## src/rtl/apb_arb_pkg.sv

```systemverilog
// rtl/apb_arb_pkg.sv - shared constants and FSM state type for the 2:1 APB arbiter
package apb_arb_pkg;

  localparam int APB_ARB_ADDR_WIDTH     = 24;
  localparam int APB_ARB_DATA_WIDTH     = 16;
  localparam int APB_ARB_TIMEOUT_CYCLES = 255;

  typedef enum logic [1:0] {
    IDLE   = 2'd0,
    SETUP  = 2'd1,
    ACCESS = 2'd2,
    RESP   = 2'd3
  } apb_arb_state_t;

endpackage

```

## src/rtl/rr_arbiter_2.sv

```systemverilog
// rtl/rr_arbiter_2.sv - two-input round-robin grant with one-hot output
// The pointer holds the last winner and only moves when the caller commits a grant.
module rr_arbiter_2 (
  input  logic       clk,
  input  logic       rst,
  input  logic [1:0] req,
  input  logic       advance,
  output logic [1:0] grant
);

  // 1 = requester 1 won last, so requester 0 takes the first tie after reset
  logic last_grant;

  always_comb begin
    grant = 2'b00;
    case (req)
      2'b01:   grant = 2'b01;
      2'b10:   grant = 2'b10;
      2'b11:   grant = last_grant ? 2'b01 : 2'b10;
      default: grant = 2'b00;
    endcase
  end

  always_ff @(posedge clk or posedge rst) begin
    if (rst) begin
      last_grant <= 1'b1;
    end else if (advance && (grant != 2'b00)) begin
      last_grant <= grant[1];
    end
  end

endmodule

```

## src/rtl/apb_arbiter_2to1.sv

```systemverilog
// rtl/apb_arbiter_2to1.sv - arbitrates two APB requesters onto one completer port
// Define APB_ARB_TIMEOUT_EN to add an ACCESS-phase watchdog of TIMEOUT_CYCLES cycles.
module apb_arbiter_2to1
  import apb_arb_pkg::*;
#(
  parameter int ADDR_WIDTH     = APB_ARB_ADDR_WIDTH,
  parameter int DATA_WIDTH     = APB_ARB_DATA_WIDTH,
  parameter int TIMEOUT_CYCLES = APB_ARB_TIMEOUT_CYCLES
) (
  input  logic                    clk,
  input  logic                    rst,

  input  logic                    req0_psel,
  input  logic                    req0_penable,
  input  logic                    req0_pwrite,
  input  logic [ADDR_WIDTH-1:0]   req0_paddr,
  input  logic [DATA_WIDTH-1:0]   req0_pwdata,
  input  logic [DATA_WIDTH/8-1:0] req0_pstrb,
  output logic                    req0_pready,
  output logic [DATA_WIDTH-1:0]   req0_prdata,
  output logic                    req0_pslverr,

  input  logic                    req1_psel,
  input  logic                    req1_penable,
  input  logic                    req1_pwrite,
  input  logic [ADDR_WIDTH-1:0]   req1_paddr,
  input  logic [DATA_WIDTH-1:0]   req1_pwdata,
  input  logic [DATA_WIDTH/8-1:0] req1_pstrb,
  output logic                    req1_pready,
  output logic [DATA_WIDTH-1:0]   req1_prdata,
  output logic                    req1_pslverr,

  output logic                    m_psel,
  output logic                    m_penable,
  output logic                    m_pwrite,
  output logic [ADDR_WIDTH-1:0]   m_paddr,
  output logic [DATA_WIDTH-1:0]   m_pwdata,
  output logic [DATA_WIDTH/8-1:0] m_pstrb,
  input  logic                    m_pready,
  input  logic [DATA_WIDTH-1:0]   m_prdata,
  input  logic                    m_pslverr
);

  apb_arb_state_t state, state_nxt;

  logic [1:0]            arb_grant;
  logic                  arb_advance;
  logic                  owner;
  logic [DATA_WIDTH-1:0] rsp_rdata;
  logic                  rsp_err;
  logic                  timeout_hit;

  // A requester is pending on psel alone, so penable never affects arbitration
  logic unused_penable;
  assign unused_penable = req0_penable ^ req1_penable;

  rr_arbiter_2 u_rr (
    .clk     (clk),
    .rst     (rst),
    .req     ({req1_psel, req0_psel}),
    .advance (arb_advance),
    .grant   (arb_grant)
  );

`ifdef APB_ARB_TIMEOUT_EN
  localparam int TW = $clog2(TIMEOUT_CYCLES + 1);
  logic [TW-1:0] acc_cnt;

  always_ff @(posedge clk or posedge rst) begin
    if (rst) begin
      acc_cnt <= '0;
    end else if (state != ACCESS) begin
      acc_cnt <= '0;
    end else begin
      acc_cnt <= acc_cnt + 1'b1;
    end
  end

  assign timeout_hit = (state == ACCESS) && !m_pready && (acc_cnt == TW'(TIMEOUT_CYCLES - 1));
`else
  localparam int unused_timeout_cycles = TIMEOUT_CYCLES;
  assign timeout_hit = 1'b0;
`endif

  always_ff @(posedge clk or posedge rst) begin
    if (rst) begin
      state <= IDLE;
    end else begin
      state <= state_nxt;
    end
  end

  always_comb begin
    state_nxt   = state;
    arb_advance = 1'b0;
    case (state)
      IDLE: begin
        if (arb_grant != 2'b00) begin
          arb_advance = 1'b1;
          state_nxt   = SETUP;
        end
      end
      SETUP:   state_nxt = ACCESS;
      ACCESS:  if (m_pready || timeout_hit) state_nxt = RESP;
      RESP:    state_nxt = IDLE;
      default: state_nxt = IDLE;
    endcase
  end

  // Payload is captured only at grant so the completer sees it stable for the whole transfer
  always_ff @(posedge clk or posedge rst) begin
    if (rst) begin
      owner    <= 1'b0;
      m_pwrite <= 1'b0;
      m_paddr  <= '0;
      m_pwdata <= '0;
      m_pstrb  <= '0;
    end else if (arb_advance) begin
      owner    <= arb_grant[1];
      m_pwrite <= arb_grant[1] ? req1_pwrite : req0_pwrite;
      m_paddr  <= arb_grant[1] ? req1_paddr  : req0_paddr;
      m_pwdata <= arb_grant[1] ? req1_pwdata : req0_pwdata;
      m_pstrb  <= arb_grant[1] ? req1_pstrb  : req0_pstrb;
    end
  end

  always_ff @(posedge clk or posedge rst) begin
    if (rst) begin
      rsp_rdata <= '0;
      rsp_err   <= 1'b0;
    end else if (state == ACCESS && m_pready) begin
      rsp_rdata <= m_prdata;
      rsp_err   <= m_pslverr;
    end else if (timeout_hit) begin
      rsp_rdata <= '0;
      rsp_err   <= 1'b1;
    end
  end

  assign m_psel    = (state == SETUP) || (state == ACCESS);
  assign m_penable = (state == ACCESS);

  assign req0_pready  = (state == RESP) && !owner;
  assign req1_pready  = (state == RESP) && owner;
  assign req0_prdata  = req0_pready ? rsp_rdata : '0;
  assign req1_prdata  = req1_pready ? rsp_rdata : '0;
  assign req0_pslverr = req0_pready & rsp_err;
  assign req1_pslverr = req1_pready & rsp_err;

endmodule
```

## config.mk

```make
export PLATFORM = sky130hd
export DESIGN_NAME = apb_arbiter_2to1
export DESIGN_NICKNAME = d
export VERILOG_FILES = /design/src/rtl/apb_arb_pkg.sv /design/src/rtl/rr_arbiter_2.sv /design/src/rtl/apb_arbiter_2to1.sv
export SDC_FILE = /design/constraint.sdc
export NUM_CORES = 1
export LEC_CHECK = 0
export ABC_AREA = 0
export CAP_MARGIN = 20
export CELL_PAD_IN_SITES_DETAIL_PLACEMENT = 0
export CELL_PAD_IN_SITES_GLOBAL_PLACEMENT = 1
export CORE_UTILIZATION = 25
export CTS_BUF_LIST = sky130_fd_sc_hd__clkbuf_16
export DETAILED_ROUTE_END_ITERATION = 16
export PLACE_DENSITY_LB_ADDON = 0.1
export SYNTH_ARGS = -nofsm -noshare
export SYNTH_HDL_FRONTEND = slang
export SYNTH_SLANG_ARGS = --single-unit
```

## constraint.sdc

```tcl
create_clock -name clk -period 3.3 [get_ports clk]
set_clock_uncertainty 0.2 [all_clocks]
set_input_delay 0.33 -clock clk [delete_from_list [all_inputs] [get_ports clk]]
set_output_delay 0.33 -clock clk [all_outputs]
set_load 0.005 [all_outputs]
```

==> results.sh, run 1 <==
# implementation run metrics
export IMPL_place_gp_congestion=0.697
export IMPL_netlist_area_um2=3080
export IMPL_grt_met3_usage=0.0493
export IMPL_largest_reg_flops=24
export IMPL_ys_ff=64
export IMPL_yosysWarnings=0
export IMPL_reg_top3="m_paddr: 24 flops, m_pwdata: 16 flops, rsp_rdata: 16 flops"
export IMPL_synth_top_cell_by_area="dfrtp_1"
export IMPL_die_area_um2=12800
export IMPL_cts_buffers=9
export IMPL_met2_length_um=4660
export IMPL_num_antenna_cells=0
export IMPL_topCellsByArea="dfrtp_1 (51%), a21oi_1 (14%), mux2_2 (6.6%)"
export IMPL_yosysChipArea_um2=3080
export IMPL_cts_resized_gates=0
export IMPL_cts_sinks=64
export IMPL_clockBufferDepth=2
export IMPL_synth_async_reset_ratio=1.00
export IMPL_worst_path_max_delay_cell="clkdlybuf4s50_1"
export IMPL_worst_path_stages=6
export IMPL_core_um2=12000
export IMPL_p_per_area_nw_per_um2=809
export IMPL_p_leak_nw=2.31
export IMPL_cpMostUsedCell="buf_4"
export IMPL_r2r_end="rsp_rdata[14]"
export IMPL_reg2reg_depth=4
export IMPL_grt_pass1_wl_um=15300
export IMPL_clockRootBuffer="clkbuf_16"
export IMPL_post_cts_buffers=0
export IMPL_status="complete, no violations"
export IMPL_drv_cap=0
export IMPL_yosys_most_used_dff="dfrtp_1"
export IMPL_hold_class="primary input to async pin"
export IMPL_cp_max_fo=19
export IMPL_critPathMaxStageDelay_ns=0.52
export IMPL_drtIter0Drc=143
export IMPL_synth_seq_share=0.521
export IMPL_common_cells="a21oi_1 (88), dfrtp_1 (63), nand2_1 (44)"
export IMPL_worstPathRequired_ns=2.77
export IMPL_cp_startpoint="state[1]"
export IMPL_clk_pin_slew_worst_paths_ns=0.05
export IMPL_timing_final_crit_period_ns=2.63
export IMPL_synthToLayoutAreaGrowth_pct=74.9
export IMPL_placementRows=40
export IMPL_tightest_slew_ns=0.743
export IMPL_fp_util=0.256
export IMPL_drt_pass1_iterations=4
export IMPL_routedLengthMet1_um=4180
export IMPL_pin_count=191
export IMPL_crit_arrival_ns=2.10
export IMPL_slew_headroom=0.503
export IMPL_finalHoldViolations=0
export IMPL_cts_tree="built"
export IMPL_final_layout_size_suffix_gt1_frac=0.0769
export IMPL_final_antenna_net_count=0
export IMPL_antenna_found_initial=0
export IMPL_yosysMostFrequentCell="a21oi_1"
export IMPL_grt_use_met2=0.257
export IMPL_met1_usage=0.193
export IMPL_warning_count=31
export IMPL_grt_max_degree=42
export IMPL_worst_path_buf_inv=3
export IMPL_slew_viol_final=0
export IMPL_rsz0062_at_grt="no"
export IMPL_drc=0
export IMPL_top_cell_area_share=0.512
export IMPL_r2r_setup_slack_ns=1.29
export IMPL_ys_cells=333
export IMPL_startpoint_type="register"
export IMPL_regMostFlops="m_paddr"
export IMPL_edf_count=0
export IMPL_grt_pass1_vias=2945
export IMPL_fin_crit_sh=0.798
export IMPL_avgSynthCellArea_um2=9.24
export IMPL_crit_path_end_kind="primary output"
export IMPL_critical_path_reg2reg_startpoint="state[0]"
run 1: cells by family (layout without fill, tap and decap cells):
family / count (synthesis) / in the layout / synth area share
adder cells (fa/ha/maj): 4 / 4 / 0.0163
AND/OR/NAND/NOR: 124 / 124 / 0.182
buffers and inverters: 28 / 215 / 0.0492
flip-flops: 64 / 64 / 0.521
AND-OR/OR-AND: 95 / 95 / 0.166
multiplexers: 18 / 18 / 0.0659
run 1: through the flow:
step / instance area, um2 / setup WS [ns] / util / hold WS [ns] / instances
floorplan: 3080 / 1.17 / - / 0.259 / 333
global route: 5380 / 0.516 / 0.448 / 0.220 / 667
finish: 5380 / 0.668 / 0.448 / 0.179 / 667
detailed placement: 5130 / 1.00 / 0.427 / 0.303 / 651
global placement: 5130 / 1.02 / 0.427 / 0.296 / 651
CTS: 5380 / 0.643 / 0.448 / 0.194 / 667
run 1: worst max path at each step:
stage | to | slack, ns
2_1_floorplan | m_paddr[0] | 1.17
3_3_place_gp | req0_prdata[5] | 1.02
3_5_place_dp | req0_prdata[5] | 1.00
4_1_cts | req0_prdata[5] | 0.64
5_1_grt | req0_prdata[5] | 0.52
6_report | req0_prdata[5] | 0.67
run 1: placed cells by master (no fill, tap or decap), types with 9 or more instances in the layout:
cell type        instances
a21oi_1                 88
and2_1                  18
and3_1                  17
clkbuf_16                9
clkdlybuf4s50_1        188
dfrtp_1                 63
inv_1                    9
mux2_2                  18
nand2_1                 44
nor2_1                  43
run 1: final cells by class:
class	count	area [um2]
fillers	1184	6630
repair buffers	195	2000
flip-flops and latches	64	1600
multi-input cells	241	1330
clock buffers	9	225
well taps	147	184
clock inverters	7	26.3
inverters	4	15.0
run 1: power breakdown:
group          switching [mW]  internal (mW)
sequential              0.249           1.20
clock                   0.320          0.488
combinational           0.855           1.25
total                    1.42           2.93
run_1/metal_stack.png
Bar = 20 um.
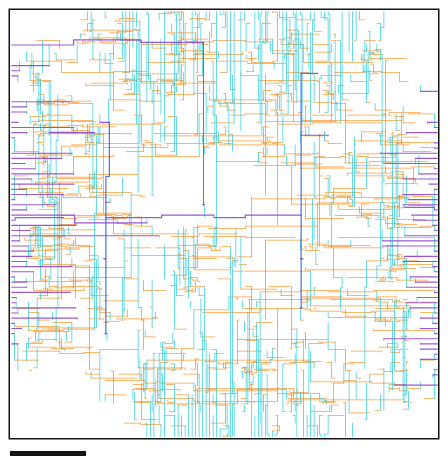
Cyan shows met2, wire length 4660 um. Blue shows met4, wire length 161 um. Purple shows met3, wire length 797 um. Orange shows met1, wire length 4190 um.
wire per inst: 14.7 um
total wire length: 9810 um
All-Layer GR Usage: 0.158
Vias: 3018

run_1/pins.png
Pins as bars across the die edge, other pins in gray.
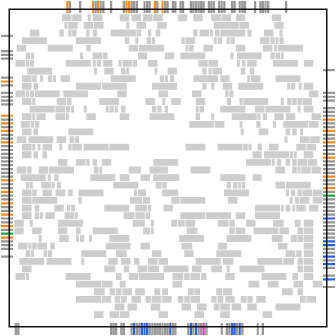
Magenta shows req1_pslverr, pins 1, direction output, edge bottom. Orange shows req0_paddr, pins 24, direction input, edge 11 left, 7 top, 6 right. Blue shows req1_prdata, pins 16, direction output, edge 10 bottom, 6 right. Green shows req0_pstrb, pins 2, direction input, edge 1 right, 1 left.
port bufs: 188
die width: 113 um
die height: 113 um

run_1/clock_map.png
Bar = 20 um.
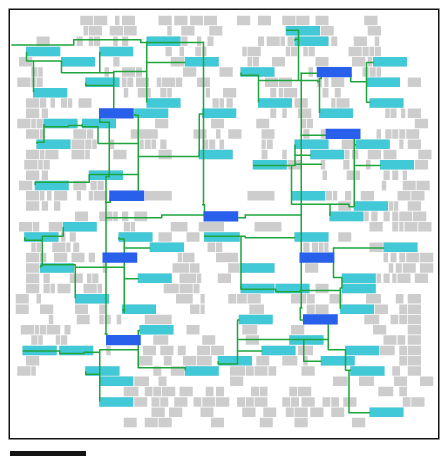
Cyan shows flip-flops, count 64. Green shows clock wires, length 1030 um. Blue shows cells driving clock nets, count 9.
Position of the flops: widely spread.
clock group total power: 0.808 mW
clk ins delay skew pair: 0.32 ns

run_1/registers.png
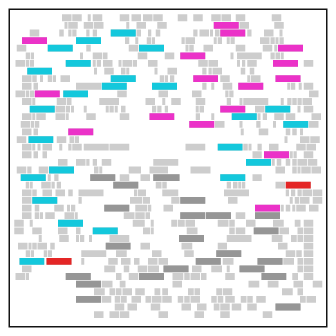
Cyan shows m_paddr, sequential cells 24. Red shows m_pstrb, sequential cells 2. Magenta shows m_pwdata, sequential cells 16.

==> run 1 -> run 2 <==
Settings changed: CORE_UTILIZATION 25 to 23.
Clock period 3.3 ns to 2.2 ns, I/O delays scaled along.
run_2/final_clocks.png
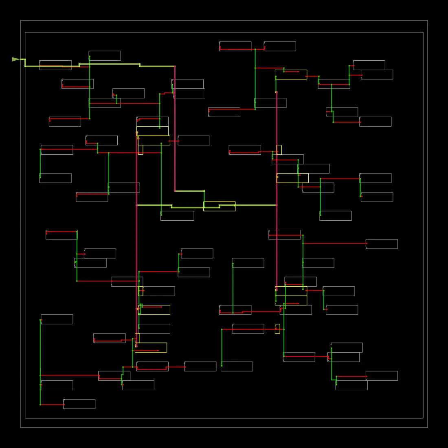
CTS sink cnt: 64
CTS buffer count: 9

==> run 2 against run 1 <==
Against the previous run:
- via count up 2.3%
- critical path depth down 2
- die area up 8.5%
- largest power group unchanged
- largest cell class unchanged
- sequential power up 47%
- sequential cell count unchanged
- highest routed layer unchanged
- synthesized area unchanged
- register-to-register slack worse by 1.1 ns
- combinational power up 58%
==> results.sh, run 2 <==
# implementation run metrics
export IMPL_startpoint_type="register"
export IMPL_status="complete, no violations"
export IMPL_yosysChipArea_um2=3080
export IMPL_rsz0062_at_grt="yes"
export IMPL_aoi_share=0.166
export IMPL_yosysWarnings=0
export IMPL_hold_class="primary input to async pin"
export IMPL_drc=0
export IMPL_crit_path_end_kind="primary output"
export IMPL_final_antenna_net_count=0
export IMPL_num_antenna_cells=0
export IMPL_dpl_cell_area_um2=5170
export IMPL_pwr_share_clk=0.182
export IMPL_grt_pass1_vias=3121
export IMPL_place_gp_congestion=0.729
export IMPL_met2_length_um=5110
export IMPL_topCellsByArea="dfrtp_1 (51%), a21oi_1 (14%), mux2_2 (6.6%)"
export IMPL_edf_count=0
export IMPL_die_area_um2=13800
export IMPL_grt_pass1_wl_um=17000
export IMPL_p_comb_frac=0.498
export IMPL_clockRootBuffer="clkbuf_16"
export IMPL_ys_sh_mux=0.0659
export IMPL_worst_path_max_delay_cell="clkdlybuf4s50_1"
export IMPL_synth_async_reset_ratio=1.00
export IMPL_pwr_share_seq=0.320
export IMPL_power_switching_mw=2.20
export IMPL_via_count=3087
export IMPL_top_cell_area_share=0.512
export IMPL_antenna_found_initial=0
export IMPL_common_cells="a21oi_1 (88), dfrtp_1 (63), nand2_1 (44)"
export IMPL_warning_count=33
export IMPL_worstPathRequired_ns=1.78
export IMPL_drt_pass1_iterations=4
export IMPL_power_internal_mw=4.45
export IMPL_fp_util=0.240
export IMPL_fin_crit_sh=0.975
export IMPL_clk_pin_slew_worst_paths_ns=0.05
export IMPL_largest_reg_flops=24
export IMPL_finalHoldViolations=0
export IMPL_critical_path_reg2reg_startpoint="state[0]"
export IMPL_routedWlPerCell_um=15.2
export IMPL_xor_area_frac=0
export IMPL_yosys_most_used_dff="dfrtp_1"
export IMPL_ys_cells=333
export IMPL_slew_headroom=0.758
export IMPL_cp_startpoint="state[1]"
export IMPL_whs_ns=0.111
export IMPL_pin_count=191
export IMPL_grt_usage=0.157
export IMPL_core_um2=12800
export IMPL_cp_max_fo=18
export IMPL_netlist_area_um2=3080
export IMPL_reg_top3="m_paddr: 24 flops, m_pwdata: 16 flops, rsp_rdata: 16 flops"
export IMPL_yosysMostFrequentCell="a21oi_1"
export IMPL_final_layout_size_suffix_gt1_frac=0.102
export IMPL_clockBufferDepth=2
export IMPL_synthToLayoutAreaGrowth_pct=78.9
export IMPL_synthSimpleGateAreaFrac=0.182
export IMPL_ys_ff=64
export IMPL_synth_top_cell_by_area="dfrtp_1"
export IMPL_p_leak_nw=2.57
export IMPL_drtIter0Drc=55
export IMPL_clock_latency_ns=0.32
export IMPL_routed_wl_um=10700
run_2/pins.png
Pins as bars across the die edge, other pins in gray.
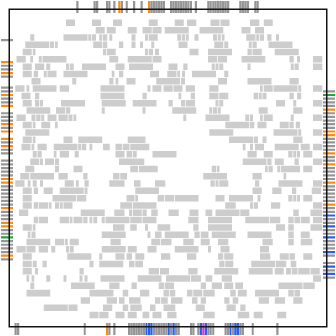
Blue shows req1_prdata, pins 16, direction output, edge 10 bottom, 6 right. Magenta shows req1_pslverr, pins 1, direction output, edge bottom. Orange shows req0_paddr, pins 24, direction input, edge 14 left, 7 right, 2 top, 1 bottom. Green shows req0_pstrb, pins 2, direction input, edge 1 right, 1 left.
die width: 118 um
die height: 118 um

run 2: final cells by class:
class                           count  area [um2]
Fill cell                        1290        7320
Timing Repair Buffer              206        2090
Sequential cell                    64        1600
Multi-Input combinational cell    241        1340
Clock buffer                        9         225
Tap cell                          172         215
Clock inverter                      5        18.8
Inverter                            4        15.0
run 2: through the flow:
stage	setup WS (ns)	instances
after global routing	-0.00993	701
after detailed placement	0.217	681
final	0.0543	701
after global placement	0.227	681
after floorplan	0.184	333
after CTS	-0.0571	699
run 2: metal layers:
layer / vias up / global-route usage
li1: 1500 / -
met1: 1462 / 0.197
met2: 113 / 0.256
met3: 12 / 0.0426
met4: 0 / 0.0601
met5: - / 0
run 2: final timing paths:
path                                    to  slack (ns)  depth (start not counted)
setup / recovery            req1_prdata[9]        0.05                          4
hold / removal                 m_paddr[17]        0.11                          3
setup reg to reg                  state[1]        0.24                          6
hold reg to reg               rsp_rdata[2]        0.31                          1
max in group asynchronous  u_rr.last_grant        1.37                          3
min in group clk               m_paddr[11]        0.23                          3
run 2: worst reg2reg max path, stage by stage (launching register included):
cell	delay, ns
dfrtp_1	0.38
buf_4	0.14
inv_1	0.10
ha_1	0.33
nor3b_1	0.32
a21oi_1	0.10
mux2_2	0.28
run 2: timing repair:
action / in CTS / in global routing
gates resized: 9 / 16
pin swaps: 0 / 0
cloned: 1 / 0
setup endpoints to repair: 21 / 30
buffers inserted: 3 / 2
run 2: power groups by stage:
stage / sequential [mW] / combinational [mW] / clock (mW)
2_1_floorplan: 2.13 / 1.47 / 0
3_5_place_dp: 2.15 / 3.30 / 0
6_report: 2.13 / 3.31 / 1.21
4_1_cts: 2.13 / 3.37 / 1.26
5_1_grt: 2.22 / 3.64 / 1.32
3_3_place_gp: 2.12 / 3.26 / 0
Power figures rest on the tool's default switching activity, not on a simulated workload.
